==> config.mk <==
export PLATFORM = sky130hd
export DESIGN_NAME = ls_sequencer
export DESIGN_NICKNAME = d
export VERILOG_FILES = /design/src/rtl/ls_seq_pkg.sv /design/src/rtl/ls_opcode_decode.sv /design/src/rtl/ls_sequencer.sv
export SDC_FILE = /design/constraint.sdc
export NUM_CORES = 1
export LEC_CHECK = 0
export CAP_MARGIN = 20
export CELL_PAD_IN_SITES_DETAIL_PLACEMENT = 1
export CELL_PAD_IN_SITES_GLOBAL_PLACEMENT = 2
export CORE_ASPECT_RATIO = 1.5
export CORE_MARGIN = 10
export CORE_UTILIZATION = 23
export CTS_BUF_LIST = sky130_fd_sc_hd__clkbuf_16
export CTS_CLUSTER_SIZE = 14
export DETAILED_ROUTE_END_ITERATION = 10
export GPL_ROUTABILITY_DRIVEN = 1
export PLACE_DENSITY = 0.84
export SKIP_CTS_REPAIR_TIMING = 1
export SLEW_MARGIN = 20
export SYNTH_ARGS = -nofsm -noshare
export SYNTH_HDL_FRONTEND = slang
export SYNTH_SLANG_ARGS = --single-unit
==> constraint.sdc <==
create_clock -name clock -period 6.4 [get_ports clock]
set_input_delay 0.64 -clock clock [delete_from_list [all_inputs] [get_ports clock]]
set_output_delay 0.64 -clock clock [all_outputs]
set_load 0.005 [all_outputs]
==> src/rtl/ls_seq_pkg.sv <==
// Shared constants and types for the D-format load/store sequencer.
// Opcode encodings, FSM states and control-field codes.
package ls_seq_pkg;

    localparam logic [10:0] OP_STUR   = 11'b11111000000;
    localparam logic [10:0] OP_LDUR   = 11'b11111000010;
    localparam logic [10:0] OP_STURW  = 11'b10111000000;
    localparam logic [10:0] OP_LDURSW = 11'b10111000100;
    localparam logic [10:0] OP_STURH  = 11'b01111000000;
    localparam logic [10:0] OP_LDURH  = 11'b01111000010;
    localparam logic [10:0] OP_STURB  = 11'b00111000000;
    localparam logic [10:0] OP_LDURB  = 11'b00111000010;

    typedef enum logic [2:0] {
        S_IDLE,
        S_ADDR,
        S_ACCESS,
        S_WB,
        S_DONE,
        S_FAULT
    } state_e;

    localparam logic [1:0] SZ_B = 2'b00;
    localparam logic [1:0] SZ_H = 2'b01;
    localparam logic [1:0] SZ_W = 2'b10;
    localparam logic [1:0] SZ_D = 2'b11;

    localparam logic [1:0] MEM_CS_OFF = 2'b00;
    localparam logic [1:0] MEM_CS_ON  = 2'b01;

    localparam logic [1:0] DTS_NONE = 2'b00;
    localparam logic [1:0] DTS_REGB = 2'b01;
    localparam logic [1:0] DTS_MEM  = 2'b10;

    localparam logic [1:0] PC_HOLD = 2'b00;
    localparam logic [1:0] PC_INC4 = 2'b01;

    localparam logic [4:0] FS_ADD = 5'b01000;
    localparam logic [4:0] XZR    = 5'd31;

endpackage

==> src/rtl/ls_opcode_decode.sv <==
// D-format opcode classifier: validity, direction, access size.
// Doubleword opcodes are rejected on a 32-bit datapath.
module ls_opcode_decode
    import ls_seq_pkg::*;
#(
    parameter int DATA_W = 64
) (
    input  logic [10:0] opcode_i,
    output logic        valid_o,
    output logic        is_load_o,
    output logic [1:0]  size_o,
    output logic        sign_ext_o
);

    localparam bit DW64 = (DATA_W == 64);

    always_comb begin
        valid_o    = 1'b0;
        is_load_o  = 1'b0;
        size_o     = SZ_B;
        sign_ext_o = 1'b0;
        unique case (opcode_i)
            OP_STUR: begin
                valid_o = DW64;
                size_o  = SZ_D;
            end
            OP_LDUR: begin
                valid_o   = DW64;
                is_load_o = 1'b1;
                size_o    = SZ_D;
            end
            OP_STURW: begin
                valid_o = 1'b1;
                size_o  = SZ_W;
            end
            OP_LDURSW: begin
                valid_o    = 1'b1;
                is_load_o  = 1'b1;
                size_o     = SZ_W;
                sign_ext_o = 1'b1;
            end
            OP_STURH: begin
                valid_o = 1'b1;
                size_o  = SZ_H;
            end
            OP_LDURH: begin
                valid_o   = 1'b1;
                is_load_o = 1'b1;
                size_o    = SZ_H;
            end
            OP_STURB: begin
                valid_o = 1'b1;
                size_o  = SZ_B;
            end
            OP_LDURB: begin
                valid_o   = 1'b1;
                is_load_o = 1'b1;
                size_o    = SZ_B;
            end
            default: valid_o = 1'b0;
        endcase
    end

endmodule

==> src/rtl/ls_sequencer.sv <==
// Multicycle load/store sequencer with mem_ready handshake and
// bounded wait; all control fields are Moore-decoded.
module ls_sequencer
    import ls_seq_pkg::*;
#(
    parameter int DATA_W   = 64,
    parameter int WAIT_MAX = 15,
    parameter int CNT_W    = $clog2(WAIT_MAX + 1)
) (
    input  logic              clock,
    input  logic              reset,
    input  logic              start,
    input  logic [31:0]       IR,
    input  logic              mem_ready,
    output logic [4:0]        SA,
    output logic [4:0]        SB,
    output logic [4:0]        DA,
    output logic [DATA_W-1:0] k,
    output logic [4:0]        FS,
    output logic              B_Sel,
    output logic              w_reg,
    output logic [1:0]        mem_cs,
    output logic              mem_write_en,
    output logic [1:0]        size,
    output logic              sign_ext,
    output logic              add_tri_sel,
    output logic [1:0]        data_tri_sel,
    output logic [1:0]        PC_FS,
    output logic              busy,
    output logic              done,
    output logic              fault
);

    state_e            state_q, state_d;
    logic [31:0]       ir_q, ir_d;
    logic [CNT_W-1:0]  cnt_q, cnt_d;

    logic [10:0] dec_op;
    logic        dec_valid;
    logic        dec_load;
    logic [1:0]  dec_size;
    logic        dec_sext;

    logic [4:0]  rn;
    logic [4:0]  rt;
    logic        unused_ir;

    // IDLE classifies the incoming IR; later states the captured one
    assign dec_op = (state_q == S_IDLE) ? IR[31:21] : ir_q[31:21];

    ls_opcode_decode #(
        .DATA_W (DATA_W)
    ) u_dec (
        .opcode_i   (dec_op),
        .valid_o    (dec_valid),
        .is_load_o  (dec_load),
        .size_o     (dec_size),
        .sign_ext_o (dec_sext)
    );

    assign rn        = ir_q[9:5];
    assign rt        = ir_q[4:0];
    assign unused_ir = ^ir_q[11:10];

    always_ff @(posedge clock or negedge reset) begin
        if (!reset) begin
            state_q <= S_IDLE;
            ir_q    <= '0;
            cnt_q   <= '0;
        end else begin
            state_q <= state_d;
            ir_q    <= ir_d;
            cnt_q   <= cnt_d;
        end
    end

    always_comb begin
        state_d = state_q;
        ir_d    = ir_q;
        cnt_d   = cnt_q;
        unique case (state_q)
            S_IDLE: begin
                if (start) begin
                    ir_d    = IR;
                    state_d = dec_valid ? S_ADDR : S_FAULT;
                end
            end
            S_ADDR: state_d = S_ACCESS;
            S_ACCESS: begin
                if (mem_ready) begin
                    cnt_d   = '0;
                    state_d = dec_load ? S_WB : S_DONE;
                end else if (cnt_q == CNT_W'(WAIT_MAX - 1)) begin
                    cnt_d   = '0;
                    state_d = S_FAULT;
                end else begin
                    cnt_d = cnt_q + 1'b1;
                end
            end
            S_WB:    state_d = S_DONE;
            S_DONE:  state_d = S_IDLE;
            S_FAULT: state_d = S_IDLE;
            default: state_d = S_IDLE;
        endcase
    end

    always_comb begin
        SA           = '0;
        SB           = '0;
        DA           = '0;
        k            = '0;
        FS           = '0;
        B_Sel        = 1'b0;
        w_reg        = 1'b0;
        mem_cs       = MEM_CS_OFF;
        mem_write_en = 1'b0;
        size         = SZ_B;
        sign_ext     = 1'b0;
        add_tri_sel  = 1'b0;
        data_tri_sel = DTS_NONE;
        PC_FS        = PC_HOLD;
        busy         = (state_q != S_IDLE);
        done         = 1'b0;
        fault        = 1'b0;
        // address path stays driven through WB while the read is returned
        if (state_q == S_ADDR || state_q == S_ACCESS || state_q == S_WB) begin
            SA          = rn;
            B_Sel       = 1'b1;
            FS          = FS_ADD;
            k           = {{(DATA_W-9){ir_q[20]}}, ir_q[20:12]};
            add_tri_sel = 1'b1;
        end
        unique case (state_q)
            S_ACCESS: begin
                mem_cs = MEM_CS_ON;
                size   = dec_size;
                if (!dec_load) begin
                    SB           = rt;
                    data_tri_sel = DTS_REGB;
                    mem_write_en = 1'b1;
                end
            end
            S_WB: begin
                mem_cs       = MEM_CS_ON;
                size         = dec_size;
                DA           = rt;
                data_tri_sel = DTS_MEM;
                sign_ext     = dec_sext;
                w_reg        = (rt != XZR);
            end
            S_DONE: begin
                done  = 1'b1;
                PC_FS = PC_INC4;
            end
            S_FAULT: fault = 1'b1;
            default: ;
        endcase
    end

endmodule

Run 1, met3 routing:
Scale: 3 px per µm.
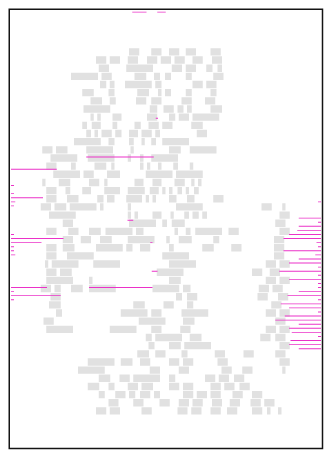
main direction: horizontal
longest straight run: 22.3 µm
share of all routed wire: 5.0%
number of vias in the routed layout: 1842
Routed Wire Length: 7.37 mm
GR met3 Demand/Resource: 2.48%

Run 1, I/O pins on the die edge:
Scale: 3 px per µm. Pins as bars across the die edge, other pins in gray.
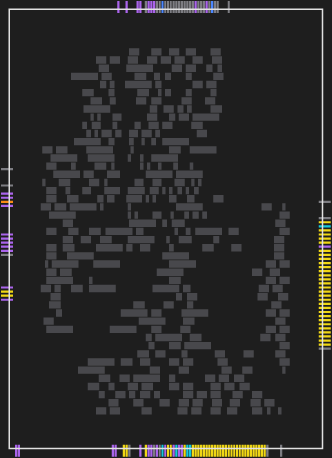
legend:
  start:
    color: orange
    pins: 1
    direction: input
    edge: left
  SA:
    color: cyan
    pins: 5
    direction: output
    edge: 4 bottom, 1 right
  k:
    color: yellow
    pins: 64
    direction: output
    edge: 33 bottom, 29 right, 2 left
  data_tri_sel:
    color: blue
    pins: 2
    direction: output
    edge: top
  IR:
    color: purple
    pins: 32
    direction: input
    edge: 12 bottom, 10 left, 9 top, 1 right

==> summary.txt, run 1 <==
Observations from the implementation run.

Synth:
- The run puts the yosys-reported design area after synthesis at 2430 µm².
- In this run, synthesis inferred 0 flip-flops with an integrated enable.
- Per the synth stats, the flop cell with the highest instance count is sky130_fd_sc_hd__dfrtp_1.
- The run gives the share of synthesized area occupied by flip-flops and latches as between 30% and 40%.
- Per the synthesis report, the dominant area consumer among library cells is sky130_fd_sc_hd__dfrtp_1.
- The run puts the number of warning messages in the yosys log at 0.
- Per the post-synthesis report, the number of cells in the design is 239.
- The run gives the share of synthesized cell area in and, or, nand and nor gates as between 10% and 20%.
- Before any placement, the netlist area is recorded as roughly 2400 µm².
- The run puts the cell count in the Yosys report at 239.

Cells and area:
- The run puts the fraction of final layout cells with drive strength greater than 1 at roughly 15%.
- The run gives the layout overhead on the synthesized area as 44.5%.
- At the end of the flow the core is filled with cells to between 30% and 40%.
- In the final design database the tool counted about 350 nets.

Floorplanning:
- Before placement the cells fill a little under a quarter of the core.
- The run puts the height of the die at 146 µm.
- The floorplan step set the die width to approximately 100 µm.
- According to the I/O placement log, the pin count is roughly 140.

Critical path:
- The run puts the delay of the slowest cell on the worst path at 510 ps.
- The run gives the cell with the most instances on the worst path as sky130_fd_sc_hd__clkdlybuf4s50_1.
- The run gives the worst setup path category as in -> out.
- The worst setup path is launched from an input pin.
- On the critical path, the stage with the largest delay is an instance of sky130_fd_sc_hd__clkdlybuf4s50_1.

Hold path:
- In this run the worst hold path is classified as reg -> reg.

Run status:
- The flow ran to the end, and the final reports show no timing, DRC or antenna violations.

Placement:
- For this run the detailed placement stage logged an HPWL of 5.89 mm.

Route:
- The run gives the detail-routed net length per standard cell as ~16 µm.
- Once detail routing completed, the nets flagged for antenna violations numbered 0.
- TritonRoute reported its final design rule violation total as 0.

STA:
- The run gives the number of endpoints with negative hold slack in the final report as 0.
- The run gives the max-slew headroom at the worst pin as roughly 41%.
- The run gives the transition time at the pin with the least slew margin as 889 ps.
- Dividing the final minimum period by the clock period gives approximately 52%.

GRT:
- The run gives the maximum number of pins on one net before global-route repair as 57.
- The run gives the global-route congestion overflow total as 0.
- The initial antenna violation count was 0.

Power and ir drop:
- The leakage power in the latest report is 1.41 nW.
- The run puts the power per unit of standard cell area at about 500 nW/µm².

Clock network:
- No sink is reached through more buffers than the 2 on the longest clock path.
- In this run, CTS created clock tree buffers numbering 5.
- TritonCTS built the clock tree.

Job:
- The run puts the total tool warning count at 29.
Run 1, the metal 2 layer:
Scale: 3 px per µm.
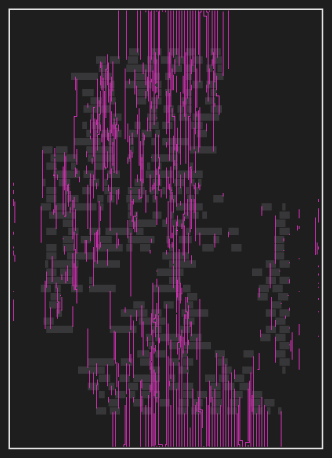
nets with wire on the layer: 325
share of all routed wire: 57%

-- run 1: kinds of logic after synthesis --
| group | after synthesis |
|---|---|
| adder cells (fa/ha/maj) | 2 |
| flip-flops | 37 |
| AND-OR/OR-AND | 20 |
| other | 1 |
| multiplexers | 30 |
| buffers and inverters | 81 |
| AND/OR/NAND/NOR | 68 |
-- run 1: worst max-delay path: cells and delay by family --
family	cells	cell delay (ps)
and+or+nand+nor	3	730
buffers and inverters	2	980
AOI/OAI and AO/OA	2	340
-- run 1: flip-flops by register name, indices dropped and copies added (netlist names) --
signal,count
cnt_q,4
ir_q,30
state_q,3
-- run 1: worst paths after layout --
path,from,cells past startpoint,slack (ps),to
max,IR[30],7,3040,SB[1]
min,ir_q[7],1,480,ir_q[7]
max reg2reg,state_q[0],5,4440,ir_q[17]
min reg2reg,ir_q[7],1,480,ir_q[7]
max in group asynchronous,reset,1,5360,ir_q[19]
min in group asynchronous,reset,1,490,ir_q[0]
-- run 1: placed cells by master (no fill, tap or decap), types with 2 or more instances in the layout --
cell	n
sky130_fd_sc_hd__clkdlybuf4s50_1	126
sky130_fd_sc_hd__clkbuf_16	5
sky130_fd_sc_hd__nor3_1	5
sky130_fd_sc_hd__a21oi_1	3
sky130_fd_sc_hd__mux2_1	3
sky130_fd_sc_hd__nor2b_1	3
sky130_fd_sc_hd__conb_1	6
sky130_fd_sc_hd__nand3_1	3
sky130_fd_sc_hd__dfrtp_1	37
sky130_fd_sc_hd__and4b_1	2
sky130_fd_sc_hd__buf_4	3
sky130_fd_sc_hd__nand2b_1	2
sky130_fd_sc_hd__nand2_1	11
sky130_fd_sc_hd__o32ai_1	2
sky130_fd_sc_hd__nor2_1	8
sky130_fd_sc_hd__clkinv_2	2
sky130_fd_sc_hd__and3_1	6
sky130_fd_sc_hd__nor4bb_1	2
sky130_fd_sc_hd__o21ai_0	5
sky130_fd_sc_hd__and2_1	19
sky130_fd_sc_hd__mux2_2	26
sky130_fd_sc_hd__ha_1	2
sky130_fd_sc_hd__nand3_2	2
sky130_fd_sc_hd__inv_1	9
-- run 1: stage by stage --
step / std cells / total power, mW / instance area (µm²) / worst slack, ps
2_1_floorplan: 244 / 1.12 / 2450 / 3760
3_3_place_gp: 443 / 1.49 / 3370 / 3060
3_5_place_dp: 443 / 1.52 / 3370 / 3020
4_1_cts: 451 / 1.77 / 3510 / 2990
5_1_grt: 451 / 1.86 / 3510 / 2900
6_report: 451 / 1.72 / 3510 / 3040
-- run 1: routing by layer --
metal / wire, µm / track usage (%) / up-vias
li1: - / - / 871
met1: 2670 / 9.42 / 904
met2: 4180 / 18.2 / 59
met3: 371 / 2.48 / 8
met4: 148 / 3.91 / 0
met5: 0 / 0 / -
-- run 1: final cells by class --
| type | count | area [µm²] |
|---|---|---|
| flip-flops and latches | 37 | 926 |
| clock buffers | 5 | 125 |
| multi-input cells | 126 | 947 |
| clock inverters | 3 | 13.8 |
| inverters | 9 | 33.8 |
| fillers | 1185 | 6740 |
| well taps | 141 | 176 |
| repair buffers | 130 | 1290 |
-- run 1: report_power, final --
part	internal, mW	switching (mW)	total, mW
Combinational	0.648	0.388	1.04
Sequential	0.353	0.0955	0.448
Clock	0.141	0.0924	0.234
Run 1, wiring heat map:
Scale: 2 px per µm. The die is cut into 21 by 29 equal tiles; dark blue is low, red is high, scaled to the fullest tile. Values are wire area over tile area, all layers added.
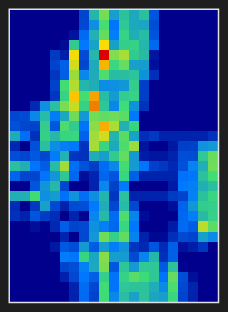

==> inputs of run 2 (changes only) <==
- CORE_UTILIZATION: 23 -> 22
- PLACE_DENSITY: 0.84 -> 0.81
- clock period: 6.4 -> 3.5 ns (I/O delays scaled with it)
Run 2, wiring heat map:
Scale: 2 px per µm. The die is cut into 21 by 30 equal tiles; dark blue is low, red is high, scaled to the fullest tile. Values are wire area over tile area, all layers added.
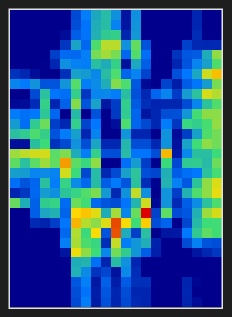
nearly empty tiles: 27%
densest ninth of the die: middle left
tiles over half the peak: 15%
emptiest ninth of the die: lower left
fullest tile: 0.35

Run 2, routing congestion map:
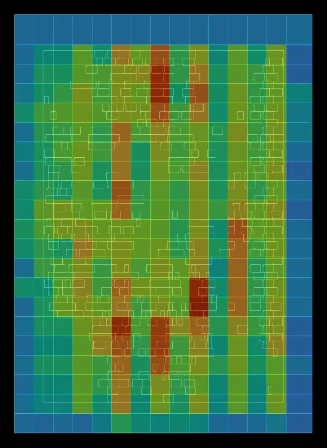
GR met3 Demand/Resource: 4.97%
final cell utilization of the core: 33.3%

==> summary.txt, run 2 <==
Observations from the implementation run.

Cells and area:
- The filler cell count in the final layout was 1234 (+4.1%).
- The most common logic cell in the final layout is sky130_fd_sc_hd__clkdlybuf4s50_1.
- The flip-flop count of the largest register, all copies and words added was 30 (unchanged).
- The final non-filler cell area came to 3570 µm² (+1.6%).
- The run puts the fraction of final layout cells with drive strength greater than 1 at 15.5% (+0.32 points).
- More flip-flops sit in one register than any other, and that register is ir_q.
- Ranking logic cells in the layout by count gives the top entries 126 x sky130_fd_sc_hd__clkdlybuf4s50_1, 37 x sky130_fd_sc_hd__dfrtp_1, 26 x sky130_fd_sc_hd__mux2_2.
- The largest registers in the layout are ir_q: 30 flops, cnt_q: 4 flops, state_q: 3 flops.
- The run gives the net total in the final layout as 347 (unchanged).
- The run gives the layout overhead on the synthesized area as 46.8%.
- The number of non-filler instances in the completed layout came to 454 (+0.67%).

Power and ir drop:
- The run gives the power per unit of standard cell area as 933 nW/µm² (+91%).
- The worst VDD IR drop from the latest analysis is ~0.0004 V.
- The run gives the total power of the final layout as 3.33 mW (+94%).
- The run gives the standby leakage power as 1.43 nW (+1.4%).

Critical path:
- The critical path is of the reg -> out type.
- The worst setup path is launched from a flip-flop.

Synth:
- The run puts the top-area cell type share of the netlist area at between 30% and 40%.
- Per the synthesis report, the dominant area consumer among library cells is sky130_fd_sc_hd__dfrtp_1.
- The run puts the synthesized netlist cell count at 239 (unchanged).
- The netlist area before placement was 2430 µm² (unchanged).
- The share of synthesized area occupied by flip-flops and latches was 38.1% (unchanged).
- The run gives the cell count in the Yosys report as 239 (unchanged).
- The run gives the count of flip-flops with a built-in enable after synthesis as 0 (unchanged).
- The run gives the number of warning messages in the yosys log as 0 (unchanged).
- The yosys-reported design area after synthesis was 2430 µm² (unchanged).
- Among all flip-flop cells after synthesis, the most frequent one is sky130_fd_sc_hd__dfrtp_1.
- In the synthesized netlist, the cells that appear most often are 68 x sky130_fd_sc_hd__buf_4, 37 x sky130_fd_sc_hd__dfrtp_1, 26 x sky130_fd_sc_hd__mux2_2.

Route:
- The run puts the vias after detailed routing at 1908 (+3.6%).
- The run gives the detail-routed net length per standard cell as 16.7 µm (+2.4%).
- The run puts the post-detailed-routing wire length at 7.60 mm (+3.1%).
- The run puts the remaining design rule violation count at 0 (unchanged).
- The remaining antenna violation count was 0 (unchanged).

Floorplanning:
- The height of the die was 149 µm (+1.9%).
- The run gives the die area as 15700 µm².
- The run gives the die width as 106 µm (+1.8%).
- The run puts the I/O pin total at 136 (unchanged).
- The run gives the fraction of the core area occupied by cells at floorplan as 22.7% (-1.0 points).

Run status:
- The run finished with clean final reports.

GRT:
- The run puts the via count of the first global-routing pass at 2147.
- The run gives the global-route congestion overflow total as 0 (unchanged).
- The run puts the initial antenna violation count at 0 (unchanged).
- The run gives the maximum number of pins on one net before global-route repair as 57 (unchanged).
- The run puts the global-route wire length before repair at around 12 mm.
- The run puts the total routing resource utilization after global routing at approximately a tenth.

Job:
- The run gives the total tool warning count as 29 (unchanged).
- Across the run, the number of max-cap violations was 0.

STA:
- The run gives the period utilization as 85.0%.
- The max-slew headroom at the worst pin was 42.3% (+1.5 points).
- The run gives the peak clock frequency supported by timing as 336 MHz.
- The run gives the number of endpoints with negative hold slack in the final report as 0 (unchanged).
- The transition time at the pin with the least slew margin is 866 ps (-23.2 ps).
- The run gives the final worst slack as 525 ps (-2520 ps).

Placement:
- The sum of net half-perimeters after detailed placement came to 6.23 mm (+5.8%).
- The pre-CTS worst setup slack came to 559 ps (-2460 ps).
- As logged by OpenROAD, the buffers inserted on ports number 127.
- The run gives the total instance count after detailed placement as 446 (+0.68%).
- The run puts the instance area at placement at 3380 µm² (+0.11%).

Clock network:
- At the later pin of the worst-skew pair, clock insertion delay measures about 280 ps.
- The run puts the clock buffer count from CTS at 5 (unchanged).
- TritonCTS built the clock tree.
- The run puts the maximum level of the CTS H-tree at 2.
- The maximum root-to-sink buffer count was 2 (unchanged).

Hold path:
- The run gives the path class of the lowest-slack min-delay path as in -> async.
==> run 2: area by class of cell <==
cell class                      instances  area [µm²]  share of cell area [%]
Multi-Input combinational cell        126         947                    26.6
Tap cell                              144         180                    5.05
Timing Repair Buffer                  130        1290                    36.1
Inverter                                9        33.8                   0.947
Clock inverter                          3        65.1                    1.82
Sequential cell                        37         926                    26.0
Clock buffer                            5         125                    3.51
==> run 2: cells by family (layout without fill, tap and decap cells) <==
family | count (synthesis) | after routing | share of synthesized area, %
other cells | 1 | 6 | 0.154
simple gates | 68 | 68 | 16.6
buf+inv | 81 | 147 | 23.7
compound gates | 20 | 20 | 6.54
fa+ha+maj | 2 | 2 | 1.03
flops | 37 | 37 | 38.1
mux | 30 | 30 | 13.9
==> run 2: worst max-delay path, cell delays in order (launching register included) <==
cell                              delay (ps)
sky130_fd_sc_hd__dfrtp_1                 520
sky130_fd_sc_hd__nor3_4                  350
sky130_fd_sc_hd__inv_2                   130
sky130_fd_sc_hd__nand3_2                 130
sky130_fd_sc_hd__o22ai_2                 120
sky130_fd_sc_hd__nor2_1                  380
sky130_fd_sc_hd__and2_1                  200
sky130_fd_sc_hd__clkdlybuf4s50_1         500
==> run 2: worst paths after layout <==
check	from	endpoint	slack, ps	cells past startpoint
worst max-delay path	state_q[0]	SB[3]	530	7
worst min-delay path	reset	ir_q[8]	190	1
worst max register to register	state_q[0]	ir_q[17]	1500	5
worst min register to register	ir_q[7]	ir_q[7]	480	1
max in group asynchronous	reset	state_q[0]	2770	1
min in group clock	ir_q[7]	ir_q[7]	480	1
==> run 2: routing by layer <==
metal | routed length (µm) | part of all wire [%] | GRT usage (%) | vias up
met5 | 0 | 0 | 0 | -
met4 | 93 | 1.2 | 2.92 | 0
met3 | 919 | 12 | 4.97 | 7
met2 | 3820 | 50 | 17.1 | 105
met1 | 2760 | 36 | 9.00 | 926
li1 | - | - | - | 870
==> run 2: power by group <==
group / total [mW] / switching [mW] / internal (mW)
sequential: 0.835 / 0.190 / 0.645
clock: 0.585 / 0.178 / 0.407
combinational: 1.91 / 0.723 / 1.19
total: 3.33 / 1.09 / 2.24
No activity file was given, so power comes from the tool's default toggle rates.
